`config.mk`:
```
export PLATFORM = sky130hd
export DESIGN_NAME = holes_filler_ctrl_flat
export DESIGN_NICKNAME = d
export VERILOG_FILES = /design/src/rtl/holes_filler_ctrl_if.sv /design/src/rtl/holes_filler_ctrl.sv /design/src/flat_wrapper.sv
export SDC_FILE = /design/constraint.sdc
export NUM_CORES = 1
export LEC_CHECK = 0
export CAP_MARGIN = 20
export CORE_ASPECT_RATIO = 1.75
export CORE_UTILIZATION = 52
export DETAILED_ROUTE_END_ITERATION = 10
export PLACE_DENSITY = 0.81
export SLEW_MARGIN = 20
export SYNTH_ARGS = -nofsm -noshare
export SYNTH_HDL_FRONTEND = slang
export SYNTH_SLANG_ARGS = --single-unit
```
`constraint.sdc`:
```
create_clock -name clk -period 3.8 [get_ports clk]
set_input_delay 1.14 -clock clk [delete_from_list [all_inputs] [get_ports clk]]
set_output_delay 1.14 -clock clk [all_outputs]
set_load 0.1 [all_outputs]
```
`src/rtl/holes_filler_ctrl_if.sv`:
```
// holes_filler_ctrl_if: pixel, line-buffer, filler and output signals of the
// hole-filling frame sequencer. master = sequencer side, slave = surroundings.
interface holes_filler_ctrl_if #(
  parameter int CW = 10
);
  // upstream raster stream
  logic          in_valid;
  logic          in_pix;
  logic          in_ready;
  // external 1-bit line buffer (1-cycle read latency)
  logic [CW-1:0] lb_rd_addr;
  logic          lb_rd_data;
  logic          lb_wr_en;
  logic [CW-1:0] lb_wr_addr;
  logic          lb_wr_data;
  // holes filler window
  logic          hf_clr;
  logic          hf_datavalid;
  logic          hf_pix_cur;
  logic          hf_pix_prev;
  logic          hf_pix_out;
  // downstream filled stream
  logic          out_valid;
  logic          out_pix;
  logic          out_ready;

  modport master (
    input  in_valid, in_pix, lb_rd_data, hf_pix_out, out_ready,
    output in_ready, lb_rd_addr, lb_wr_en, lb_wr_addr, lb_wr_data,
           hf_clr, hf_datavalid, hf_pix_cur, hf_pix_prev, out_valid, out_pix
  );

  modport slave (
    output in_valid, in_pix, lb_rd_data, hf_pix_out, out_ready,
    input  in_ready, lb_rd_addr, lb_wr_en, lb_wr_addr, lb_wr_data,
           hf_clr, hf_datavalid, hf_pix_cur, hf_pix_prev, out_valid, out_pix
  );
endinterface

```
`src/rtl/holes_filler_ctrl.sv`:
```
// holes_filler_ctrl: frame sequencer for the RLECCA hole-filling stage.
// Streams a binary raster through a one-row line buffer into the holes filler
// as (current, previous-row) pixel pairs, appends a zero flush column per row,
// clears the filler window between rows and returns the filled stream under
// valid/ready backpressure.
// Optional feature: define HFC_FILL_CNT_EN to build the 0->1 fill counter;
// otherwise fill_cnt is tied to zero.
module holes_filler_ctrl #(
  parameter int IMG_W = 640,
  parameter int IMG_H = 480,
  parameter int CW    = 10,
  parameter int RW    = 9
) (
  input  logic        clk,
  input  logic        rst_n,
  input  logic        start,
  output logic        busy,
  output logic        done,
  output logic [19:0] fill_cnt,
  holes_filler_ctrl_if.master bus
);

  localparam logic [CW-1:0] LAST_COL = CW'(IMG_W - 1);
  localparam logic [RW-1:0] LAST_ROW = RW'(IMG_H - 1);

  typedef enum logic [2:0] {S_IDLE, S_CLR, S_RUN, S_PAD, S_ROWEND, S_DONE} state_t;

  state_t        state;
  logic [CW-1:0] col;
  logic [RW-1:0] row;
  logic          hf_clr_q;
  // S1: pixel accepted last cycle, waiting for its line-buffer read data
  logic          s1_vld;
  logic          s1_pix;
  logic [CW-1:0] s1_col;
  // first filler push of a row produces no output (window not yet centred)
  logic          first_dv;
  // filler output for the previous column is ready to be captured
  logic          cap_pend;
  logic          out_valid_q;
  logic          out_pix_q;

  logic stall, accept, s1_dv, pad_dv, dv, capture;

  // handshake and issue decisions for this cycle
  always_comb begin
    stall   = out_valid_q & ~bus.out_ready;
    accept  = (state == S_RUN) & ~stall & bus.in_valid;
    s1_dv   = s1_vld & ~stall;
    pad_dv  = (state == S_PAD) & ~s1_vld & ~stall;
    dv      = s1_dv | pad_dv;
    capture = cap_pend & ~stall;
  end

  assign bus.in_ready     = (state == S_RUN) & ~stall;
  // while S1 is held the same column is re-read so the data lines up on release
  assign bus.lb_rd_addr   = accept ? col : s1_col;
  assign bus.lb_wr_en     = s1_dv;
  assign bus.lb_wr_addr   = s1_col;
  assign bus.lb_wr_data   = s1_dv & s1_pix;
  assign bus.hf_clr       = hf_clr_q;
  assign bus.hf_datavalid = dv;
  assign bus.hf_pix_cur   = s1_dv & s1_pix;
  // row 0 has no previous row; line-buffer contents are stale there
  assign bus.hf_pix_prev  = s1_dv & (row != '0) & bus.lb_rd_data;
  assign bus.out_valid    = out_valid_q;
  assign bus.out_pix      = out_pix_q;

  // frame/row sequencing with registered busy/done/hf_clr
  always_ff @(posedge clk or negedge rst_n) begin
    if (!rst_n) begin
      state    <= S_IDLE;
      col      <= '0;
      row      <= '0;
      busy     <= 1'b0;
      done     <= 1'b0;
      hf_clr_q <= 1'b0;
    end else begin
      hf_clr_q <= 1'b0;
      done     <= 1'b0;
      case (state)
        S_IDLE: if (start) begin
          state    <= S_CLR;
          row      <= '0;
          busy     <= 1'b1;
          hf_clr_q <= 1'b1;
        end
        S_CLR: begin
          col   <= '0;
          state <= S_RUN;
        end
        S_RUN: if (accept) begin
          if (col == LAST_COL) state <= S_PAD;
          else                 col   <= col + 1'b1;
        end
        S_PAD: if (pad_dv) state <= S_ROWEND;
        // the flush column's output must leave the window before it is cleared
        S_ROWEND: if (!cap_pend || !stall) begin
          if (row == LAST_ROW) state <= S_DONE;
          else begin
            row      <= row + 1'b1;
            state    <= S_CLR;
            hf_clr_q <= 1'b1;
          end
        end
        S_DONE: if (!out_valid_q) begin
          state <= S_IDLE;
          busy  <= 1'b0;
          done  <= 1'b1;
        end
        default: state <= S_IDLE;
      endcase
    end
  end

  // S1 stage, capture tracking and output register
  always_ff @(posedge clk or negedge rst_n) begin
    if (!rst_n) begin
      s1_vld      <= 1'b0;
      s1_pix      <= 1'b0;
      s1_col      <= '0;
      first_dv    <= 1'b1;
      cap_pend    <= 1'b0;
      out_valid_q <= 1'b0;
      out_pix_q   <= 1'b0;
    end else begin
      if (accept) begin
        s1_vld <= 1'b1;
        s1_pix <= bus.in_pix;
        s1_col <= col;
      end else if (s1_dv) begin
        s1_vld <= 1'b0;
      end

      if (state == S_CLR) first_dv <= 1'b1;
      else if (dv)        first_dv <= 1'b0;

      if (dv && !first_dv) cap_pend <= 1'b1;
      else if (capture)    cap_pend <= 1'b0;

      if (capture) begin
        out_valid_q <= 1'b1;
        out_pix_q   <= bus.hf_pix_out;
      end else if (bus.out_ready) begin
        out_valid_q <= 1'b0;
      end
    end
  end

`ifdef HFC_FILL_CNT_EN
  // original pixel follows the filler window: orig2 is the column being emitted
  logic orig1, orig2, out_orig;

  // count accepted outputs turned from 0 to 1, saturating, cleared on start
  always_ff @(posedge clk or negedge rst_n) begin
    if (!rst_n) begin
      orig1    <= 1'b0;
      orig2    <= 1'b0;
      out_orig <= 1'b0;
      fill_cnt <= '0;
    end else begin
      if (dv) begin
        orig1 <= s1_dv & s1_pix;
        orig2 <= orig1;
      end
      if (capture) out_orig <= orig2;
      if (state == S_IDLE && start)
        fill_cnt <= '0;
      else if (out_valid_q && bus.out_ready && out_pix_q && !out_orig && fill_cnt != '1)
        fill_cnt <= fill_cnt + 1'b1;
    end
  end
`else
  assign fill_cnt = '0;
`endif

endmodule

```
`src/flat_wrapper.sv`:
```
// flat-port wrapper written by rule: the top's interface ports become plain ports
module holes_filler_ctrl_flat 
#(
  parameter int IMG_W = 640,
  parameter int IMG_H = 480,
  parameter int CW    = 10,
  parameter int RW    = 9
)
  (clk, rst_n, start, busy, done, fill_cnt, bus_in_valid, bus_in_pix, bus_lb_rd_data, bus_hf_pix_out, bus_out_ready, bus_in_ready, bus_lb_rd_addr, bus_lb_wr_en, bus_lb_wr_addr, bus_lb_wr_data, bus_hf_clr, bus_hf_datavalid, bus_hf_pix_cur, bus_hf_pix_prev, bus_out_valid, bus_out_pix);
  holes_filler_ctrl_if #(.CW(CW)) bus_i ();
  input  logic clk;
  input  logic rst_n;
  input  logic start;
  output logic busy;
  output logic done;
  output logic [19:0] fill_cnt;
  input wire logic [$bits(bus_i.in_valid)-1:0] bus_in_valid;
  input wire logic [$bits(bus_i.in_pix)-1:0] bus_in_pix;
  input wire logic [$bits(bus_i.lb_rd_data)-1:0] bus_lb_rd_data;
  input wire logic [$bits(bus_i.hf_pix_out)-1:0] bus_hf_pix_out;
  input wire logic [$bits(bus_i.out_ready)-1:0] bus_out_ready;
  output wire logic [$bits(bus_i.in_ready)-1:0] bus_in_ready;
  output wire logic [$bits(bus_i.lb_rd_addr)-1:0] bus_lb_rd_addr;
  output wire logic [$bits(bus_i.lb_wr_en)-1:0] bus_lb_wr_en;
  output wire logic [$bits(bus_i.lb_wr_addr)-1:0] bus_lb_wr_addr;
  output wire logic [$bits(bus_i.lb_wr_data)-1:0] bus_lb_wr_data;
  output wire logic [$bits(bus_i.hf_clr)-1:0] bus_hf_clr;
  output wire logic [$bits(bus_i.hf_datavalid)-1:0] bus_hf_datavalid;
  output wire logic [$bits(bus_i.hf_pix_cur)-1:0] bus_hf_pix_cur;
  output wire logic [$bits(bus_i.hf_pix_prev)-1:0] bus_hf_pix_prev;
  output wire logic [$bits(bus_i.out_valid)-1:0] bus_out_valid;
  output wire logic [$bits(bus_i.out_pix)-1:0] bus_out_pix;
  assign bus_i.in_valid = bus_in_valid;
  assign bus_i.in_pix = bus_in_pix;
  assign bus_i.lb_rd_data = bus_lb_rd_data;
  assign bus_i.hf_pix_out = bus_hf_pix_out;
  assign bus_i.out_ready = bus_out_ready;
  assign bus_in_ready = bus_i.in_ready;
  assign bus_lb_rd_addr = bus_i.lb_rd_addr;
  assign bus_lb_wr_en = bus_i.lb_wr_en;
  assign bus_lb_wr_addr = bus_i.lb_wr_addr;
  assign bus_lb_wr_data = bus_i.lb_wr_data;
  assign bus_hf_clr = bus_i.hf_clr;
  assign bus_hf_datavalid = bus_i.hf_datavalid;
  assign bus_hf_pix_cur = bus_i.hf_pix_cur;
  assign bus_hf_pix_prev = bus_i.hf_pix_prev;
  assign bus_out_valid = bus_i.out_valid;
  assign bus_out_pix = bus_i.out_pix;
  holes_filler_ctrl #(.IMG_W(IMG_W), .IMG_H(IMG_H), .CW(CW), .RW(RW)) u_core (.clk(clk), .rst_n(rst_n), .start(start), .busy(busy), .done(done), .fill_cnt(fill_cnt), .bus(bus_i));
endmodule
```
Figure 1. Cell classes on the final placement (run 1).
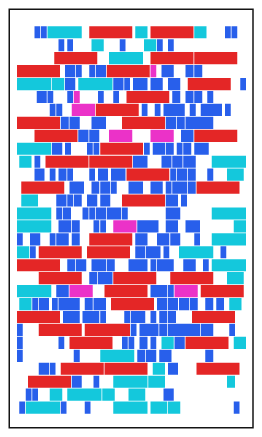
color	class	cells
blue	combinational and other logic	186
magenta	clock drivers and dummy loads	8
cyan	remaining buffers and delay cells	41
red	sequential cells	41

Figure 2. Pin map (run 1).
Pins as bars across the die edge, other pins in gray.
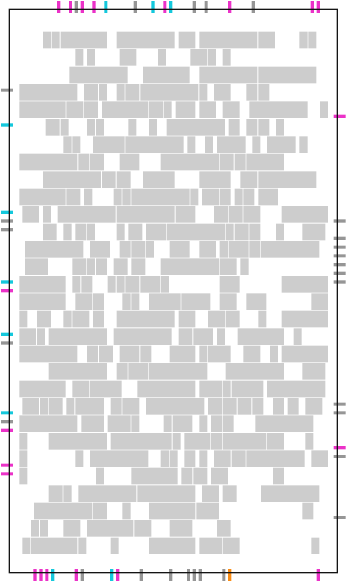
color	port	pins	direction	edge
orange	`bus_out_valid`	1	output	south
magenta	`fill_cnt`	20	output	8 north, 6 south, 4 west, 2 east
cyan	`bus_lb_rd_addr`	10	output	5 west, 3 north, 2 south

==> Implementation_results.wiki, run 1 <==
=== Physical design figures ===
{| class="wikitable"
! Metric !! Value
|-
| Status || complete, no violations
|-
| Starting density of the core || 0.553
|-
| Area fraction in mux cells || 0.0149
|-
| Origin of the worst setup path || bus_out_ready
|-
| Depth of the worst register-to-register path || 4
|-
| Relative max-transition margin || 0.409
|-
| Antenna diodes || 0
|-
| Number of enable-type register cells in the synthesized netlist || 0
|-
| Category of the critical setup timing path || in2out
|-
| Post-CTS Hold Buffers || 0
|-
| Power density normalized to cell area || around 790 mW/mm2
|-
| Group drawing the most power || combinational cells
|-
| Clock tree buffer depth || 2
|-
| Switching portion of total power || 0.541
|-
| DRT antenna net count || 0
|-
| Number of clock sinks seen by CTS || 41
|-
| Routed via count || ~1800
|-
| Number of antenna violations at the first check in global routing || 0
|-
| Synth-to-Final Area Change || 28.0%
|-
| Critical path's top delay family || buffers and inverters
|-
| Startpoint types || input pin
|-
| Post-Synth Simple-Gate Area || 0.251
|-
| Global-route congestion overflow total || 0
|-
| Number of nets in the layout || 286
|-
| # DRC || 0
|-
| Leakage Power || 1.32 nW
|-
| Total number of warnings across the stage logs || 28
|-
| Unrepaired setup endpoints after global routing || no
|-
| Slowest Stage Delay on Critical Path || approximately 480 ps
|-
| Flip-flop and latch power || roughly 0.0006 W
|-
| Clock power frac || 0.129
|-
| Detailed-routing iteration count for the pre-antenna-repair pass || 4
|-
| Drt initial violations || approximately 48
|-
| Post-Synthesis Cells || between 200 and 250
|-
| Largest non-sequential cell family by area || simple AND/OR/NAND/NOR gates
|-
| Max Slew Vio Count || 0
|-
| Seq cells post-synth || ~41
|-
| Adder Area Share || 0.0172
|-
| CTS clock-pin slew for the worst setup and hold paths || 70 ps
|-
| Core utilization of the finished layout || 0.708
|-
| Clk root buf || sky130_fd_sc_hd__clkbuf_8
|-
| Compound Share, Synth || 0.141
|-
| Max-capacitance violation count || 0
|-
| Worst Max-Slew Pin Slew || about 890 ps
|-
| Width of the die || ~51 um
|-
| Routed vias/inst || about 5.6
|-
| Data arrival time at the worst-slack endpoint || 2590 ps
|-
| Vias in the first global route || ~1800
|-
| Logic power comb || between 0.001 and 0.0015 W
|-
| Total net switching power || ~0.0012 W
|-
| # Post-CTS Setup Buffers || 0
|-
| Post-synth area from yosys stat || roughly 0.0022 mm2
|-
| Maximum operating frequency || 268 MHz
|-
| Wire length after detailed routing || between 4000 and 5000 um
|-
| Int Power || between 0.001 and 0.0015 W
|-
| Worst clock skew || ~3.9 ps
|-
| Cell count listed in synth_stat.txt || between 200 and 250
|-
| Number of core rows || 30
|-
| Netlist area before placement || 0.00218 mm2
|-
| Deepest level of the CTS H-tree || 2
|-
| Number of port buffers || 38
|-
| Layout Cell Area excl Fill || about 0.0028 mm2
|-
| Critical path required time || approximately 2700 ps
|-
| Area of the die || between 0.004 and 0.005 mm2
|-
| Height of the chip || 87.6 um
|-
| Startpoint of the most critical hold path || u_core.first_dv$_DFFE_PN1P_
|-
| Post-Place Cell Area || ~0.0027 mm2
|-
| Worst Path Max Fanout || 8
|-
| Xor/xnor cell area share of the yosys netlist || 0.00402
|-
| End point of the critical path || bus_hf_pix_prev
|-
| Sequential-to-total area share from yosys stat || 0.471
|-
| Dominant logic cell types in the final layout || sky130_fd_sc_hd__nand2_1, sky130_fd_sc_hd__dfrtp_1, sky130_fd_sc_hd__conb_1
|-
| Warnings, synthesis || 0
|-
| Sum of buffers and inverters on the critical path || 3
|-
| Main flop type || sky130_fd_sc_hd__dfrtp_1
|-
| Worst hold stages || 2
|-
| Peak VDD IR || ~1.0 mV
|-
| Final GP Congestion || between 0.8 and 0.9
|-
| Worst R2R Start || u_core.state[2]$_DFFE_PN0P_
|-
| Hold WC Path Type || reg2reg
|-
| CTS tree || done
|-
| Pwr Total || 0.00220 W
|-
| Path length in cells of the critical path || 7
|-
| Max stage delay cell, worst path || sky130_fd_sc_hd__clkdlybuf4s50_1
|-
| Worst slack on hold paths || roughly 460 ps
|-
| Clock network power || about 0.00029 W
|-
| Total CTS buffers || 5
|-
| Wire length of the first global-routing pass || a little under 8000 um
|-
| Half-perimeter wire length after detailed placement || 3400 um
|-
| Final critical-path required period || 3730 ps
|-
| Worst reg2reg setup slack || around 1600 ps
|-
| Number of gates given a new drive strength after cts || 0
|-
| IO Count || just under 60
|-
| Destination of the worst register-to-register timing path || u_core.row[7]$_DFFE_PN0P_
|-
| Final TNS setup || 0 ps
|-
| Number of distinct library cells after synthesis || 48
|-
| Mapped Avg Cell Area || 9.20 um2
|-
| Fraction of layout instances using a drive strength above 1 || 0.214
|-
| Element type at the critical path end || output pin
|-
| Comb power frac || 0.595
|-
| Setup violation total in the final timing report || 0
|-
| Latency at later pin || about 280 ps
|-
| Async set-reset flop share out of synthesis || 1.00
|-
| Endpoint, Worst Hold || u_core.first_dv$_DFFE_PN1P_
|-
| Final period util || 0.981
|-
| Core box area || a little under 0.004 mm2
|-
| Fraction of power consumed by sequential logic || 0.276
|-
| Critical path cell sequence || clkdlybuf4s50_1 -> nand2b_1 -> buf_4 -> and2_2 -> nand2_1 -> a21oi_4 -> buf_12
|-
| Largest net degree at the start of global routing || 42
|-
| Hold Violations, Final || 0
|}
Figure 3. Clock network drawn from the DEF (run 1).
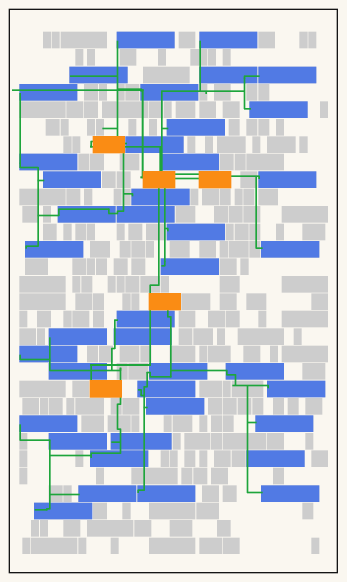
[orange] clock drivers | count: 5
[green] clock wires | length: 436 um
[blue] flip-flops | count: 41
routed clock nets	6

Figure 4. Congestion heat map (run 1).
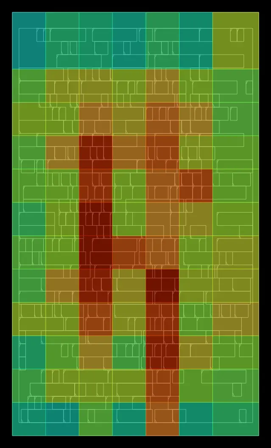
met1 GRT Util: 0.246
Wirelength per Cell: 14.1 um
layer carrying the most global-route usage: met2
met2 GRT Util: 0.415
Global Route Usage Sum: 0.229

run 1: synth_stat cells, types with 4 or more instances:
cell                      number  share of area
sky130_fd_sc_hd__o21ai_0       7          0.016
sky130_fd_sc_hd__inv_1         5         0.0086
sky130_fd_sc_hd__a31oi_1       8          0.023
sky130_fd_sc_hd__nand3_1      11          0.025
sky130_fd_sc_hd__and3_1        4          0.011
sky130_fd_sc_hd__a21oi_1       7          0.016
sky130_fd_sc_hd__buf_4        22          0.076
sky130_fd_sc_hd__dfrtp_1      40           0.46
sky130_fd_sc_hd__nor2_1       12          0.021
sky130_fd_sc_hd__nand2_1      50          0.086
sky130_fd_sc_hd__buf_2         4         0.0092
run 1: final cells by class:
class                   instances  area (um2)
clock buffers                   8        90.1
fillers                       315        1150
inverters                       5        18.8
multi-input cells             181        1050
flip-flops and latches         41        1030
well taps                      48        60.1
repair buffers                 41         546
run 1: state kept, by name, summed over array words and instances (netlist names):
| signal | cells |
|---|---|
| u_core.bus.out_valid | 1 |
| u_core.s1_pix | 1 |
| u_core.first_dv | 1 |
| u_core.bus.lb_wr_addr | 10 |
| u_core.done | 1 |
| u_core.cap_pend | 1 |
| u_core.busy | 1 |
| u_core.s1_vld | 1 |
| u_core.bus.out_pix | 1 |
| u_core.bus.hf_clr | 1 |
| u_core.state | 3 |
| u_core.row | 9 |
| u_core.col | 10 |
run 1: routing by layer:
metal	track usage	vias up	wire length, um
li1	-	871	-
met1	0.246	882	1760
met2	0.415	60	2530
met3	0.0486	12	188
met4	0.111	0	97
met5	0	-	0
run 1: stage by stage:
step                std cells  setup slack, ps
floorplan                 256            -61.4
global placement          316              156
detailed placement        316             98.0
CTS                       324             85.3
global route              324             3.07
finish                    324             73.5
==> run 2: changes to the inputs <==
--- a/config.mk
+++ b/config.mk
@@ -7,8 +7,10 @@
 export LEC_CHECK = 0
 export CAP_MARGIN = 20
 export CORE_ASPECT_RATIO = 1.75
+export CORE_MARGIN = 3
 export CORE_UTILIZATION = 52
 export DETAILED_ROUTE_END_ITERATION = 10
+export GPL_ROUTABILITY_DRIVEN = 1
 export PLACE_DENSITY = 0.81
 export SLEW_MARGIN = 20
 export SYNTH_ARGS = -nofsm -noshare
==> run 2 against run 1 <==
Compared with the run above: synthesized cell count unchanged; first-iteration DRC count up 8.3%; wire length rose by 4.7%; register-to-register slack about the same; non-clock buffer count stayed put; setup slack improved by 58 ps; sequential share of layout area is 0.15 points lower.
==> Implementation_results.wiki, run 2 <==
=== Physical design figures ===
{| class="wikitable"
! Metric !! Value
|-
| Status || complete, no violations
|-
| # Post-CTS Setup Buffers || 0
|-
| Total area of sequential cells || around 0.0010 mm2
|-
| Unrepaired setup endpoints after global routing || no
|-
| Global-route congestion overflow total || 0
|-
| Dominant cell type by area after synthesis || sky130_fd_sc_hd__dfrtp_1
|-
| Setup WS post-layout || 131 ps
|-
| Fill cell count || slightly above 300
|-
| Mapped Avg Cell Area || about 9.2 um2
|-
| Worst slack on hold paths || between 400 and 500 ps
|-
| Vias in the first global route || 1869
|-
| Half-perimeter wire length after detailed placement || approximately 3500 um
|-
| Max stage delay cell, worst path || sky130_fd_sc_hd__clkdlybuf4s50_1
|-
| Post-synth area from yosys stat || ~0.0022 mm2
|-
| Number of distinct library cells after synthesis || 48
|-
| Startpoint types || input pin
|-
| Final TNS setup || 0 ps
|-
| Main flop type || sky130_fd_sc_hd__dfrtp_1
|-
| Final period util || 0.966
|-
| Data arrival time at the worst-slack endpoint || roughly 2500 ps
|-
| Max Slew Vio Count || 0
|-
| Fraction of layout instances using a drive strength above 1 || 0.221
|-
| Number of clock sinks seen by CTS || around 41
|-
| Worst Path Max Fanout || 8
|-
| Hold WC Path Type || reg2reg
|-
| Netlist area before placement || between 0.002 and 0.0025 mm2
|-
| DRT antenna net count || 0
|-
| Antenna diodes || 0
|-
| Layer carrying the most global-route usage || met2
|-
| Worst reg2reg setup slack || 1600 ps
|-
| Wire length of the first global-routing pass || between 8000 and 9000 um
|-
| Power density normalized to cell area || between 700 and 800 mW/mm2
|-
| Setup violation total in the final timing report || 0
|-
| Final critical-path required period || around 3700 ps
|-
| IO Count || 59
|-
| Cell count listed in synth_stat.txt || ~240
|-
| Startpoint of the most critical hold path || u_core.first_dv$_DFFE_PN1P_
|-
| MI comb area || roughly 0.0010 mm2
|-
| Synth cell count leaders || sky130_fd_sc_hd__nand2_1, sky130_fd_sc_hd__dfrtp_1, sky130_fd_sc_hd__buf_4, sky130_fd_sc_hd__nor2_1, sky130_fd_sc_hd__nand3_1
|-
| Number of gates given a new drive strength after cts || 0
|-
| Critical path cell sequence || clkdlybuf4s50_1 -> nand2b_1 -> buf_4 -> and2_2 -> nand2_1 -> a21oi_4 -> buf_12
|-
| Number of core rows || 30
|-
| Number of nets in the layout || between 200 and 300
|-
| Pwr Total || roughly 0.0022 W
|-
| Met1 GRT Util || 0.255
|-
| Largest net degree at the start of global routing || 42
|-
| Routed vias/inst || ~5.7
|-
| Top sig layer || met4
|-
| Met2 wire length || roughly 2600 um
|-
| Total CTS buffers || 5
|-
| Endpoint, Worst Hold || u_core.first_dv$_DFFE_PN1P_
|-
| Category of the critical setup timing path || in2out
|-
| Deepest level of the CTS H-tree || 2
|-
| Clk root buf || sky130_fd_sc_hd__clkbuf_8
|-
| Core box area || just under 0.004 mm2
|-
| Starting density of the core || 0.553
|-
| Cell types with the largest area share after synthesis || sky130_fd_sc_hd__dfrtp_1, sky130_fd_sc_hd__nand2_1, sky130_fd_sc_hd__buf_4, sky130_fd_sc_hd__nand3_1, sky130_fd_sc_hd__a31oi_1
|-
| CTS tree || done
|-
| Worst R2R Start || u_core.state[2]$_DFFE_PN0P_
|-
| Layout Cells excl Fill || between 300 and 400
|-
| Routed via count || about 1800
|-
| Height of the chip || ~90 um
|-
| # DRC || 0
|-
| Maximum operating frequency || 273 MHz
|-
| Most frequent cell after synthesis || sky130_fd_sc_hd__nand2_1
|-
| Async set-reset flop share out of synthesis || 1.00
|-
| Peak VDD IR || about 0.85 mV
|-
| Area of the die || a little over 0.005 mm2
|-
| Number of enable-type register cells in the synthesized netlist || 0
|-
| Leakage Power || 1.32 nW
|-
| Number of port buffers || 38
|-
| Wire length after detailed routing || between 4000 and 5000 um
|-
| Inst Count DP || 316
|-
| Sum of buffers and inverters on the critical path || 3
|-
| Global Route Usage Sum || 0.220
|-
| Detailed-routing iteration count for the pre-antenna-repair pass || 4
|-
| Setup slack at placement || 126 ps
|-
| Worst hold stages || 2
|-
| Seq cells post-synth || between 40 and 50
|-
| Width of the die || 54.9 um
|-
| Total number of warnings across the stage logs || 28
|-
| Destination of the worst register-to-register timing path || u_core.row[7]$_DFFE_PN0P_
|-
| Clock tree buffer depth || 2
|-
| Warnings, synthesis || 0
|-
| Number of antenna violations at the first check in global routing || 0
|-
| Proportion of netlist area held by the largest area contributor || 0.459
|-
| CTS clock-pin slew for the worst setup and hold paths || about 80 ps
|-
| Drt initial violations || about 52
|-
| Dominant logic cell types in the final layout || sky130_fd_sc_hd__nand2_1, sky130_fd_sc_hd__dfrtp_1, sky130_fd_sc_hd__conb_1
|-
| Post-Synthesis Cells || about 240
|-
| Slowest Stage Delay on Critical Path || roughly 490 ps
|-
| Critical path's top delay family || buffers and inverters
|-
| Relative max-transition margin || 0.405
|-
| Synth-to-Final Area Change || 28.5%
|-
| Final GP Congestion || between 0.9 and 1
|-
| Element type at the critical path end || output pin
|-
| Path length in cells of the critical path || 7
|-
| Met1 WL || ~1800 um
|-
| Depth of the worst register-to-register path || 4
|-
| Hold Violations, Final || 0
|-
| Max-capacitance violation count || 0
|-
| Post-CTS Hold Buffers || 0
|-
| Routed met3 length || approximately 210 um
|-
| Sequential-to-total area share from yosys stat || 0.471
|-
| Origin of the worst setup path || bus_out_ready
|-
| Worst Max-Slew Pin Slew || 893 ps
|-
| Critical path required time || 2660 ps
|}
## run 2: report_power, final
| group | total (W) | leakage (nW) | switching (W) | internal, W |
|---|---|---|---|---|
| Combinational | 0.00131 | 0.749 | 0.000969 | 0.000340 |
| Sequential | 0.000605 | 0.521 | 0.0000847 | 0.000521 |
| Clock | 0.000316 | 0.0542 | 0.000151 | 0.000164 |
## run 2: layout make-up
type	count	share of cell area
Multi-Input combinational cell	181	0.374
Sequential cell	41	0.367
Timing Repair Buffer	41	0.195
Clock buffer	7	0.0344
Tap cell	48	0.0214
Inverter	5	0.00670
Clock inverter	1	0.00179
## run 2: per-stage QoR
stage / utilization / area, um2
2_1_floorplan: - / 2290
3_3_place_gp: 0.685 / 2700
3_5_place_dp: 0.685 / 2700
4_1_cts: 0.710 / 2800
5_1_grt: 0.710 / 2800
6_report: 0.710 / 2800
## run 2: cells by family after synthesis
logic type / after synthesis / share of synthesized area
adder cells (fa/ha/maj): 3 / 0.0172
other: 1 / 0.00172
buffers and inverters: 34 / 0.0987
multiplexers: 3 / 0.0149
XOR/XNOR: 1 / 0.00402
flip-flops: 41 / 0.471
AND-OR/OR-AND: 46 / 0.141
AND/OR/NAND/NOR: 108 / 0.251
## run 2: how the worst max path moves through the flow
| stage | to | slack (ps) |
|---|---|---|
| after CTS | bus_hf_pix_prev | 120 |
| after global placement | bus_hf_pix_prev | 160 |
| final | bus_hf_pix_prev | 130 |
| after global routing | bus_lb_rd_addr[9] | 20 |
| after floorplan | bus_hf_pix_prev | -60 |
| after detailed placement | bus_hf_pix_prev | 130 |
## run 2: tightest hold or removal path: stages, from the launching register on
cell                      delay (ps)
sky130_fd_sc_hd__dfstp_2         370
sky130_fd_sc_hd__nand2_1          50
sky130_fd_sc_hd__nand2_1          50
Figure 5. Congestion heat map (run 2).
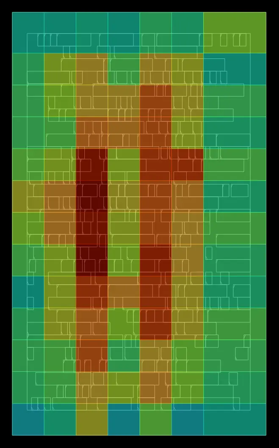
Wirelength per Cell: 14.8 um
GR Layer Usage met3: 0.0455
met2 GRT Util: 0.367

Figure 6. Clock network drawn from the DEF (run 2).
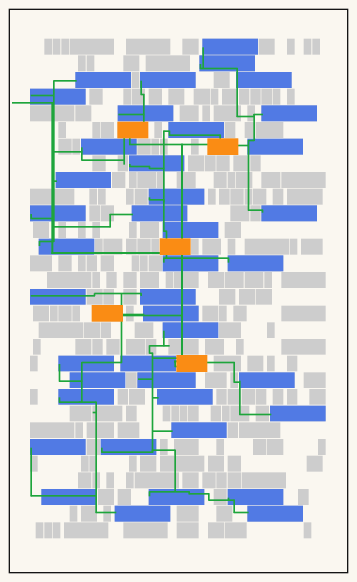
clock network power: 0.000316 W
Latency at later pin: 290 ps
worst clock skew: 5.27 ps
Clock power frac: 0.142

Power figures rest on the tool's default switching activity, not on a simulated workload.
